`src/rtl/mem_arbiter.sv`:
```
// mem_arbiter: shares the single-port core memory between the instruction-fetch
// port and the load/store data port.
//
// Each accepted request takes one of two paths:
//   IDLE -> ACCESS -> IDLE           for a store
//   IDLE -> ACCESS -> RESP -> IDLE   for a load or a fetch
//
// Handshake on both ports (req/gnt/rvalid):
//   - The requester holds req, addr and data stable until it sees gnt high.
//   - gnt is combinational and can only assert in IDLE. It is the one-cycle
//     acceptance strobe.
//   - rvalid pulses once, two cycles after gnt, and only for reads.
//   - rdata follows the memory during the rvalid cycle. After that it holds the
//     last read word for that port until its next rvalid.
//
// Build option MEM_ARB_ROUND_ROBIN_EN:
//   - Defined: on contention the port that did not win last time is granted.
//   - Undefined: the data port always wins contention.
module mem_arbiter #(
   parameter int ADDR_W = 32,
   parameter int DATA_W = 32
) (
   input  logic              clk,
   input  logic              reset,
   input  logic              if_req,
   input  logic [ADDR_W-1:0] if_addr,
   output logic              if_gnt,
   output logic              if_rvalid,
   output logic [DATA_W-1:0] if_rdata,
   input  logic              d_req,
   input  logic              d_we,
   input  logic [ADDR_W-1:0] d_addr,
   input  logic [DATA_W-1:0] d_wdata,
   output logic              d_gnt,
   output logic              d_rvalid,
   output logic [DATA_W-1:0] d_rdata,
   output logic              mem_write_enable,
   output logic              mem_read_enable,
   output logic [ADDR_W-1:0] mem_address,
   output logic [DATA_W-1:0] mem_input_data,
   input  logic [DATA_W-1:0] mem_output_data,
   output logic              busy
);

   typedef enum logic [1:0] {
      IDLE   = 2'd0,
      ACCESS = 2'd1,
      RESP   = 2'd2
   } state_t;

   // Owner encoding, shared by owner_q and last_winner_q.
   localparam logic OWN_IF = 1'b0;
   localparam logic OWN_D  = 1'b1;

   state_t            state_q, state_d;
   logic              owner_q, owner_d;
   logic              we_q, we_d;
   logic [ADDR_W-1:0] addr_q, addr_d;
   logic [DATA_W-1:0] wdata_q, wdata_d;
   logic [DATA_W-1:0] if_rdata_q, if_rdata_d;
   logic [DATA_W-1:0] d_rdata_q, d_rdata_d;
   logic              grant_if, grant_d;

`ifdef MEM_ARB_ROUND_ROBIN_EN
   logic              last_winner_q, last_winner_d;
`endif

   // Arbitration: grants only in IDLE and never while reset is asserted.
   // A lone requester always wins; contention is resolved by the build option.
   always_comb begin
      grant_if = 1'b0;
      grant_d  = 1'b0;
      if (state_q == IDLE && !reset) begin
         if (if_req && d_req) begin
`ifdef MEM_ARB_ROUND_ROBIN_EN
            if (last_winner_q == OWN_D) begin
               grant_if = 1'b1;
            end else begin
               grant_d = 1'b1;
            end
`else
            grant_d = 1'b1;
`endif
         end else begin
            grant_if = if_req;
            grant_d  = d_req;
         end
      end
   end

`ifdef MEM_ARB_ROUND_ROBIN_EN
   // Remember which port took the last grant, so the other port wins the next tie.
   always_comb begin
      last_winner_d = last_winner_q;
      if (grant_d) begin
         last_winner_d = OWN_D;
      end else if (grant_if) begin
         last_winner_d = OWN_IF;
      end
   end
`endif

   // Next-state, command capture and port outputs of the access FSM.
   always_comb begin
      state_d          = state_q;
      owner_d          = owner_q;
      we_d             = we_q;
      addr_d           = addr_q;
      wdata_d          = wdata_q;
      if_rdata_d       = if_rdata_q;
      d_rdata_d        = d_rdata_q;
      if_gnt           = grant_if;
      d_gnt            = grant_d;
      if_rvalid        = 1'b0;
      d_rvalid         = 1'b0;
      mem_write_enable = 1'b0;
      mem_read_enable  = 1'b0;
      mem_address      = '0;
      mem_input_data   = '0;

      case (state_q)
         IDLE: begin
            if (grant_d) begin
               owner_d = OWN_D;
               we_d    = d_we;
               addr_d  = d_addr;
               wdata_d = d_wdata;
               state_d = ACCESS;
            end else if (grant_if) begin
               // The fetch port only ever reads.
               owner_d = OWN_IF;
               we_d    = 1'b0;
               addr_d  = if_addr;
               wdata_d = '0;
               state_d = ACCESS;
            end
         end

         ACCESS: begin
            // Drive the registered command for exactly one cycle.
            mem_address      = addr_q;
            mem_input_data   = wdata_q;
            mem_write_enable = we_q;
            mem_read_enable  = !we_q;
            state_d          = we_q ? IDLE : RESP;
         end

         RESP: begin
            // Memory data is valid this cycle. Pass it through and keep a copy.
            // A reset in this cycle drops the response.
            if (!reset) begin
               if (owner_q == OWN_D) begin
                  d_rvalid  = 1'b1;
                  d_rdata_d = mem_output_data;
               end else begin
                  if_rvalid  = 1'b1;
                  if_rdata_d = mem_output_data;
               end
            end
            state_d = IDLE;
         end

         default: begin
            state_d = IDLE;
         end
      endcase

      if_rdata = if_rvalid ? mem_output_data : if_rdata_q;
      d_rdata  = d_rvalid  ? mem_output_data : d_rdata_q;
      busy     = (state_q != IDLE);
   end

   // State and capture registers with synchronous active-high reset.
   always_ff @(posedge clk) begin
      if (reset) begin
         state_q    <= IDLE;
         owner_q    <= OWN_D;
         we_q       <= 1'b0;
         addr_q     <= '0;
         wdata_q    <= '0;
         if_rdata_q <= '0;
         d_rdata_q  <= '0;
      end else begin
         state_q    <= state_d;
         owner_q    <= owner_d;
         we_q       <= we_d;
         addr_q     <= addr_d;
         wdata_q    <= wdata_d;
         if_rdata_q <= if_rdata_d;
         d_rdata_q  <= d_rdata_d;
      end
   end

`ifdef MEM_ARB_ROUND_ROBIN_EN
   // Round-robin history register; reset to DATA so the fetch port wins the first tie.
   always_ff @(posedge clk) begin
      if (reset) begin
         last_winner_q <= OWN_D;
      end else begin
         last_winner_q <= last_winner_d;
      end
   end
`endif

endmodule

```
`config.mk`:
```
export PLATFORM = sky130hd
export DESIGN_NAME = mem_arbiter
export DESIGN_NICKNAME = d
export VERILOG_FILES = /design/src/rtl/mem_arbiter.sv
export SDC_FILE = /design/constraint.sdc
export NUM_CORES = 1
export LEC_CHECK = 0
export ABC_AREA = 0
export CAP_MARGIN = 30
export CORE_MARGIN = 1
export CORE_UTILIZATION = 41
export CTS_CLUSTER_DIAMETER = 30
export DETAILED_ROUTE_END_ITERATION = 10
export PLACE_DENSITY = 0.8
export RECOVER_POWER = 100
export SYNTH_ARGS = -nofsm -noshare
export SYNTH_HDL_FRONTEND = slang
export SYNTH_SLANG_ARGS = --single-unit
```
`constraint.sdc`:
```
create_clock -name clk -period 2 [get_ports clk]
set_input_delay 0.4 -clock clk [delete_from_list [all_inputs] [get_ports clk]]
set_output_delay 0.4 -clock clk [all_outputs]
set_load 0.02 [all_outputs]
```
==> impl_metrics.yaml <==
# yosys + openroad results
outcome:
  status: "complete, but fails checks"
  failing_checks: "setup timing"
drt:
  via_per_inst: 5.54
  routed_wirelength_mm: 24.0
  met2RoutedLength_mm: 12.6
  wl_met3_mm: 1.83
  detail_route.wl_per_cell_microns: 22.4
  detailedRoute.firstPassIterationCount: 4
  vias: 5947
  remaining_drc_errors: 0
  drtIter0Drc: 446
  wl_met1_mm: 8.67
  drtAntennaViolNets: 0
  highest_layer: "met5"
cts:
  postCtsSetupRepairBufs: 34
  cts_repair_resize_count: 707
  cts_buffer_depth: 2
  cts.sink_count: 132
  clockRootBuffer: "clkbuf_16"
  number_of_buffers_inserted_during_clock_tree_synthesis: 17
  clkLatencyLatePin_ns: 0.42
  cts_tree: "yes"
  clk_transition_reported_paths_ns: 0.06
  cts-hold-fix-buffers: 0
  cts.htree.levels: 4
power_and_ir_drop:
  pwr-share-clk_pct: 40.9
  power.combinational.fraction_pct: 20.5
  totalPowerFinal_uw: 7390
  max-vdd-ir-drop_v: 0.000553
  power_switching_share_pct: 25.5
  sequentialPowerShare_pct: 38.7
  power_combinational_uw: 1510
  total_leakage_power_uw: 0.00488
  pwr.group.sequential_uw: 2860
  cellPowerDensity_nw_per_um2: 678
  clk_pwr_uw: 3020
  net-switching-power_uw: 1880
  power.largest_group: "clock"
synthesis:
  yosysChipArea_sq_um: 5650
  enable_flop_cells: 0
  mappedNetlistNets: 656
  syn-instance-count: 523
  top_logic_kind: "AND-OR/OR-AND gates"
  synth_sequential_area_ratio_pct: 46.8
  ys_warn_count: 0
  synthesized_area_sq_um: 5650
  async_flop_share_pct: 0
  mux_share_pct: 12.8
  simple_gate_area_share_pct: 9.13
  synth.cellmix.adderShare_pct: 0
  synthDominantAreaCellType: "dfxtp_1"
  ys_sh_xor_pct: 0
  synth_top_flop_cell: "dfxtp_1"
  synthTopCellsByCount: "132 x dfxtp_1, 97 x a22o_1, 65 x and2_1"
  number_of_unique_standard_cell_types_used_by_synthesis: 26
  aoi_share_pct: 24.7
  cell_total_in_the_yosys_stat_output: 523
  yosys-top-cells-area: "dfxtp_1 47%, a22o_1 15%, mux2_2 13%, and2_1 7.2%, o221a_2 6.4%"
  yosys.area.top_type_share_pct: 46.8
  ys_seq_elements: 132
  synthesis.area_per_instance_sq_um: 10.8
  top_cell_type_by_instance_count_after_synthesis: "dfxtp_1"
floorplan:
  die_area_sq_um: 14200
  fp_util_pct: 42.3
  die_x_microns: 119
  die-height_microns: 119
  core-area_sq_um: 13300
  placement_rows: 42
  ios: 268
placed_design:
  place_worst_setup_slack_ns: -0.474
  hpwlAfterDp_mm: 12.7
  placed_cells: 983
  buffer_ports.inserted: 267
  gp_routability_congestion: 0.868
  placement.cell_area_sq_um: 8910
cells_and_area:
  lay_top_count: "buf_6"
  lay_top_cells: "145 x buf_6, 130 x clkdlybuf4s50_1, 129 x dfxtp_1"
  post-route-util_pct: 81.6
  insertedDiodeCount: 0
  fin_area_sq_um: 10900
  stdcell_count: 1073
  drive_gt1_share_pct: 51.2
  area_growth_pct: 92.9
global_route:
  first_pass_grt_wire_length_mm: 32.6
  antenna_found_initial: 1
  grt_util_met1_pct: 32.4
  vias_in_the_first_global_route: 5948
  grt_use_met2_pct: 53.9
  grt_most_used_layer: "met2"
  grt_max_degree: 41
  track_usage_pct: 29.7
  globalRouteMet3Util_pct: 6.90
  gr-total-overflow: 0
sta:
  fmax_ghz: 0.419
  max_transition_margin_pct: 64.1
  skew_ns: 0.00825
  report.final.setup_viol: 119
  worst_slack_ns: -0.384
  hold_violations: 0
  final_max_slew_viol_count: 0
  layout_worst_path_cycle_share_pct: 119
  min_period_ns: 2.38
  final.setup.tns_ns: -30.56
  tightest_slew_ns: 0.539
  whs_ns: 0.468
  rsz0062_at_grt: "true"
flow_run:
  max_cap_violations: 0
  warnings: 28
setup_path:
  timing.critical_path.to: "if_rdata[28]"
  r2r-start: "state_q[0]"
  worstPathRequired_ns: 1.60
  startpoint: "state_q[0]"
  end_kind: "primary output"
  critical_path.startpoint_type: "flop"
  crit_path_max_fanout: 6
  cp_data_arrival_time_ns: 1.98
  worst-r2r-cell-count: 8
  reg2reg_setup_slack_ns: 0.30
  r2r_path_end: "d_rdata_q[22]"
  critPathKind: "flop to primary output"
min_path:
  worst_hold_endpoint: "if_rdata_q[22]"
  hold_depth: 1
  holdCritStartpoint: "if_rdata_q[22]"
  hp-class: "flop to flop"
-- layout make-up --
class | instances | area [sq um]
Clock inverter | 7 | 72.6
Fill cell | 723 | 2460
Inverter | 35 | 134
Timing Repair Buffer | 391 | 4220
Clock buffer | 24 | 502
Sequential cell | 132 | 2650
Multi-Input combinational cell | 308 | 3090
Tap cell | 176 | 220
-- critical path, stage by stage (launching register included) --
cell and delay [ns]:
dfxtp_4 0.36, nor4b_4 0.26, buf_6 0.15, buf_12 0.13, buf_16 0.13, buf_4 0.11, mux2_4 0.29, buf_6 0.13
-- state kept, by name (all words and copies together), names as in the netlist --
name,count
state_q,2
addr_q,32
we_q,1
d_rdata_q,32
wdata_q,32
owner_q,1
if_rdata_q,32
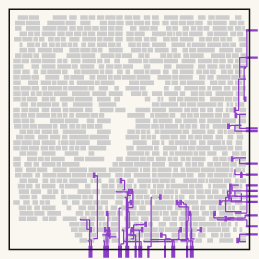
Fig. 1. Port wiring.
Scale: 2 px per micron.
Key: purple = d_addr [bits 32, direction input, edge 19 bottom, 13 right, end cells 32, buffers 32, wire 756 microns]

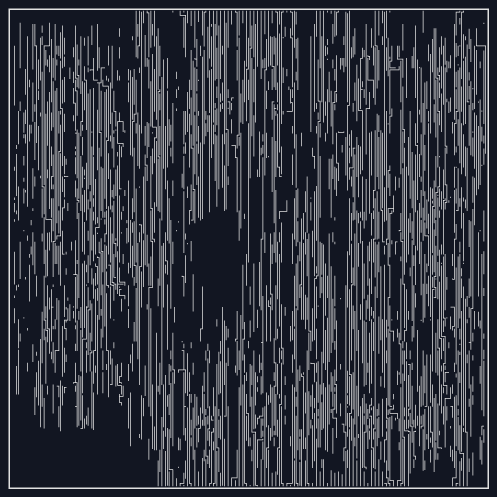
Fig. 2. The metal 2 layer.
Scale: 4 px per micron.
The layer holds 52% of the routed length. 952 nets have wire on it.

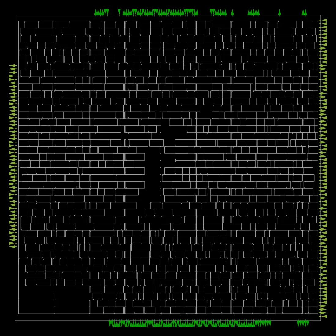
Fig. 3. Cell outlines without signal wires.
# Taps: 176
register share of the cell area: 24.3%

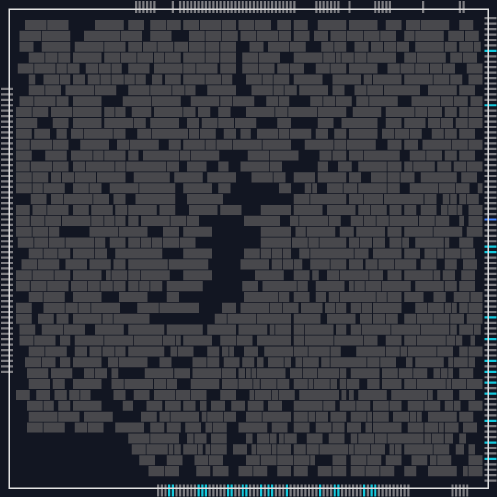
Fig. 4. I/O pins on the die edge.
Scale: 4 px per micron. Pins as bars across the die edge, other pins in grey.
Key: cyan = d_addr [pins 32, direction input, edge 19 bottom, 13 right]; blue = d_we [pins 1, direction input, edge right]
All pins by edge: 86 right, 74 bottom, 55 top, 53 left.

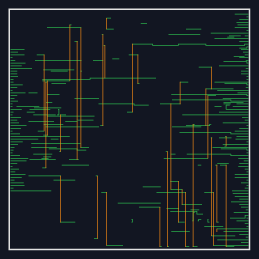
Fig. 5. Signal wires by layer.
Scale: 2 px per micron. Only two layers are drawn.
Key: orange = met4 [wire length 918 microns]; green = met3 [wire length 1,830 microns]

No activity file was given, so power comes from the tool's default toggle rates.
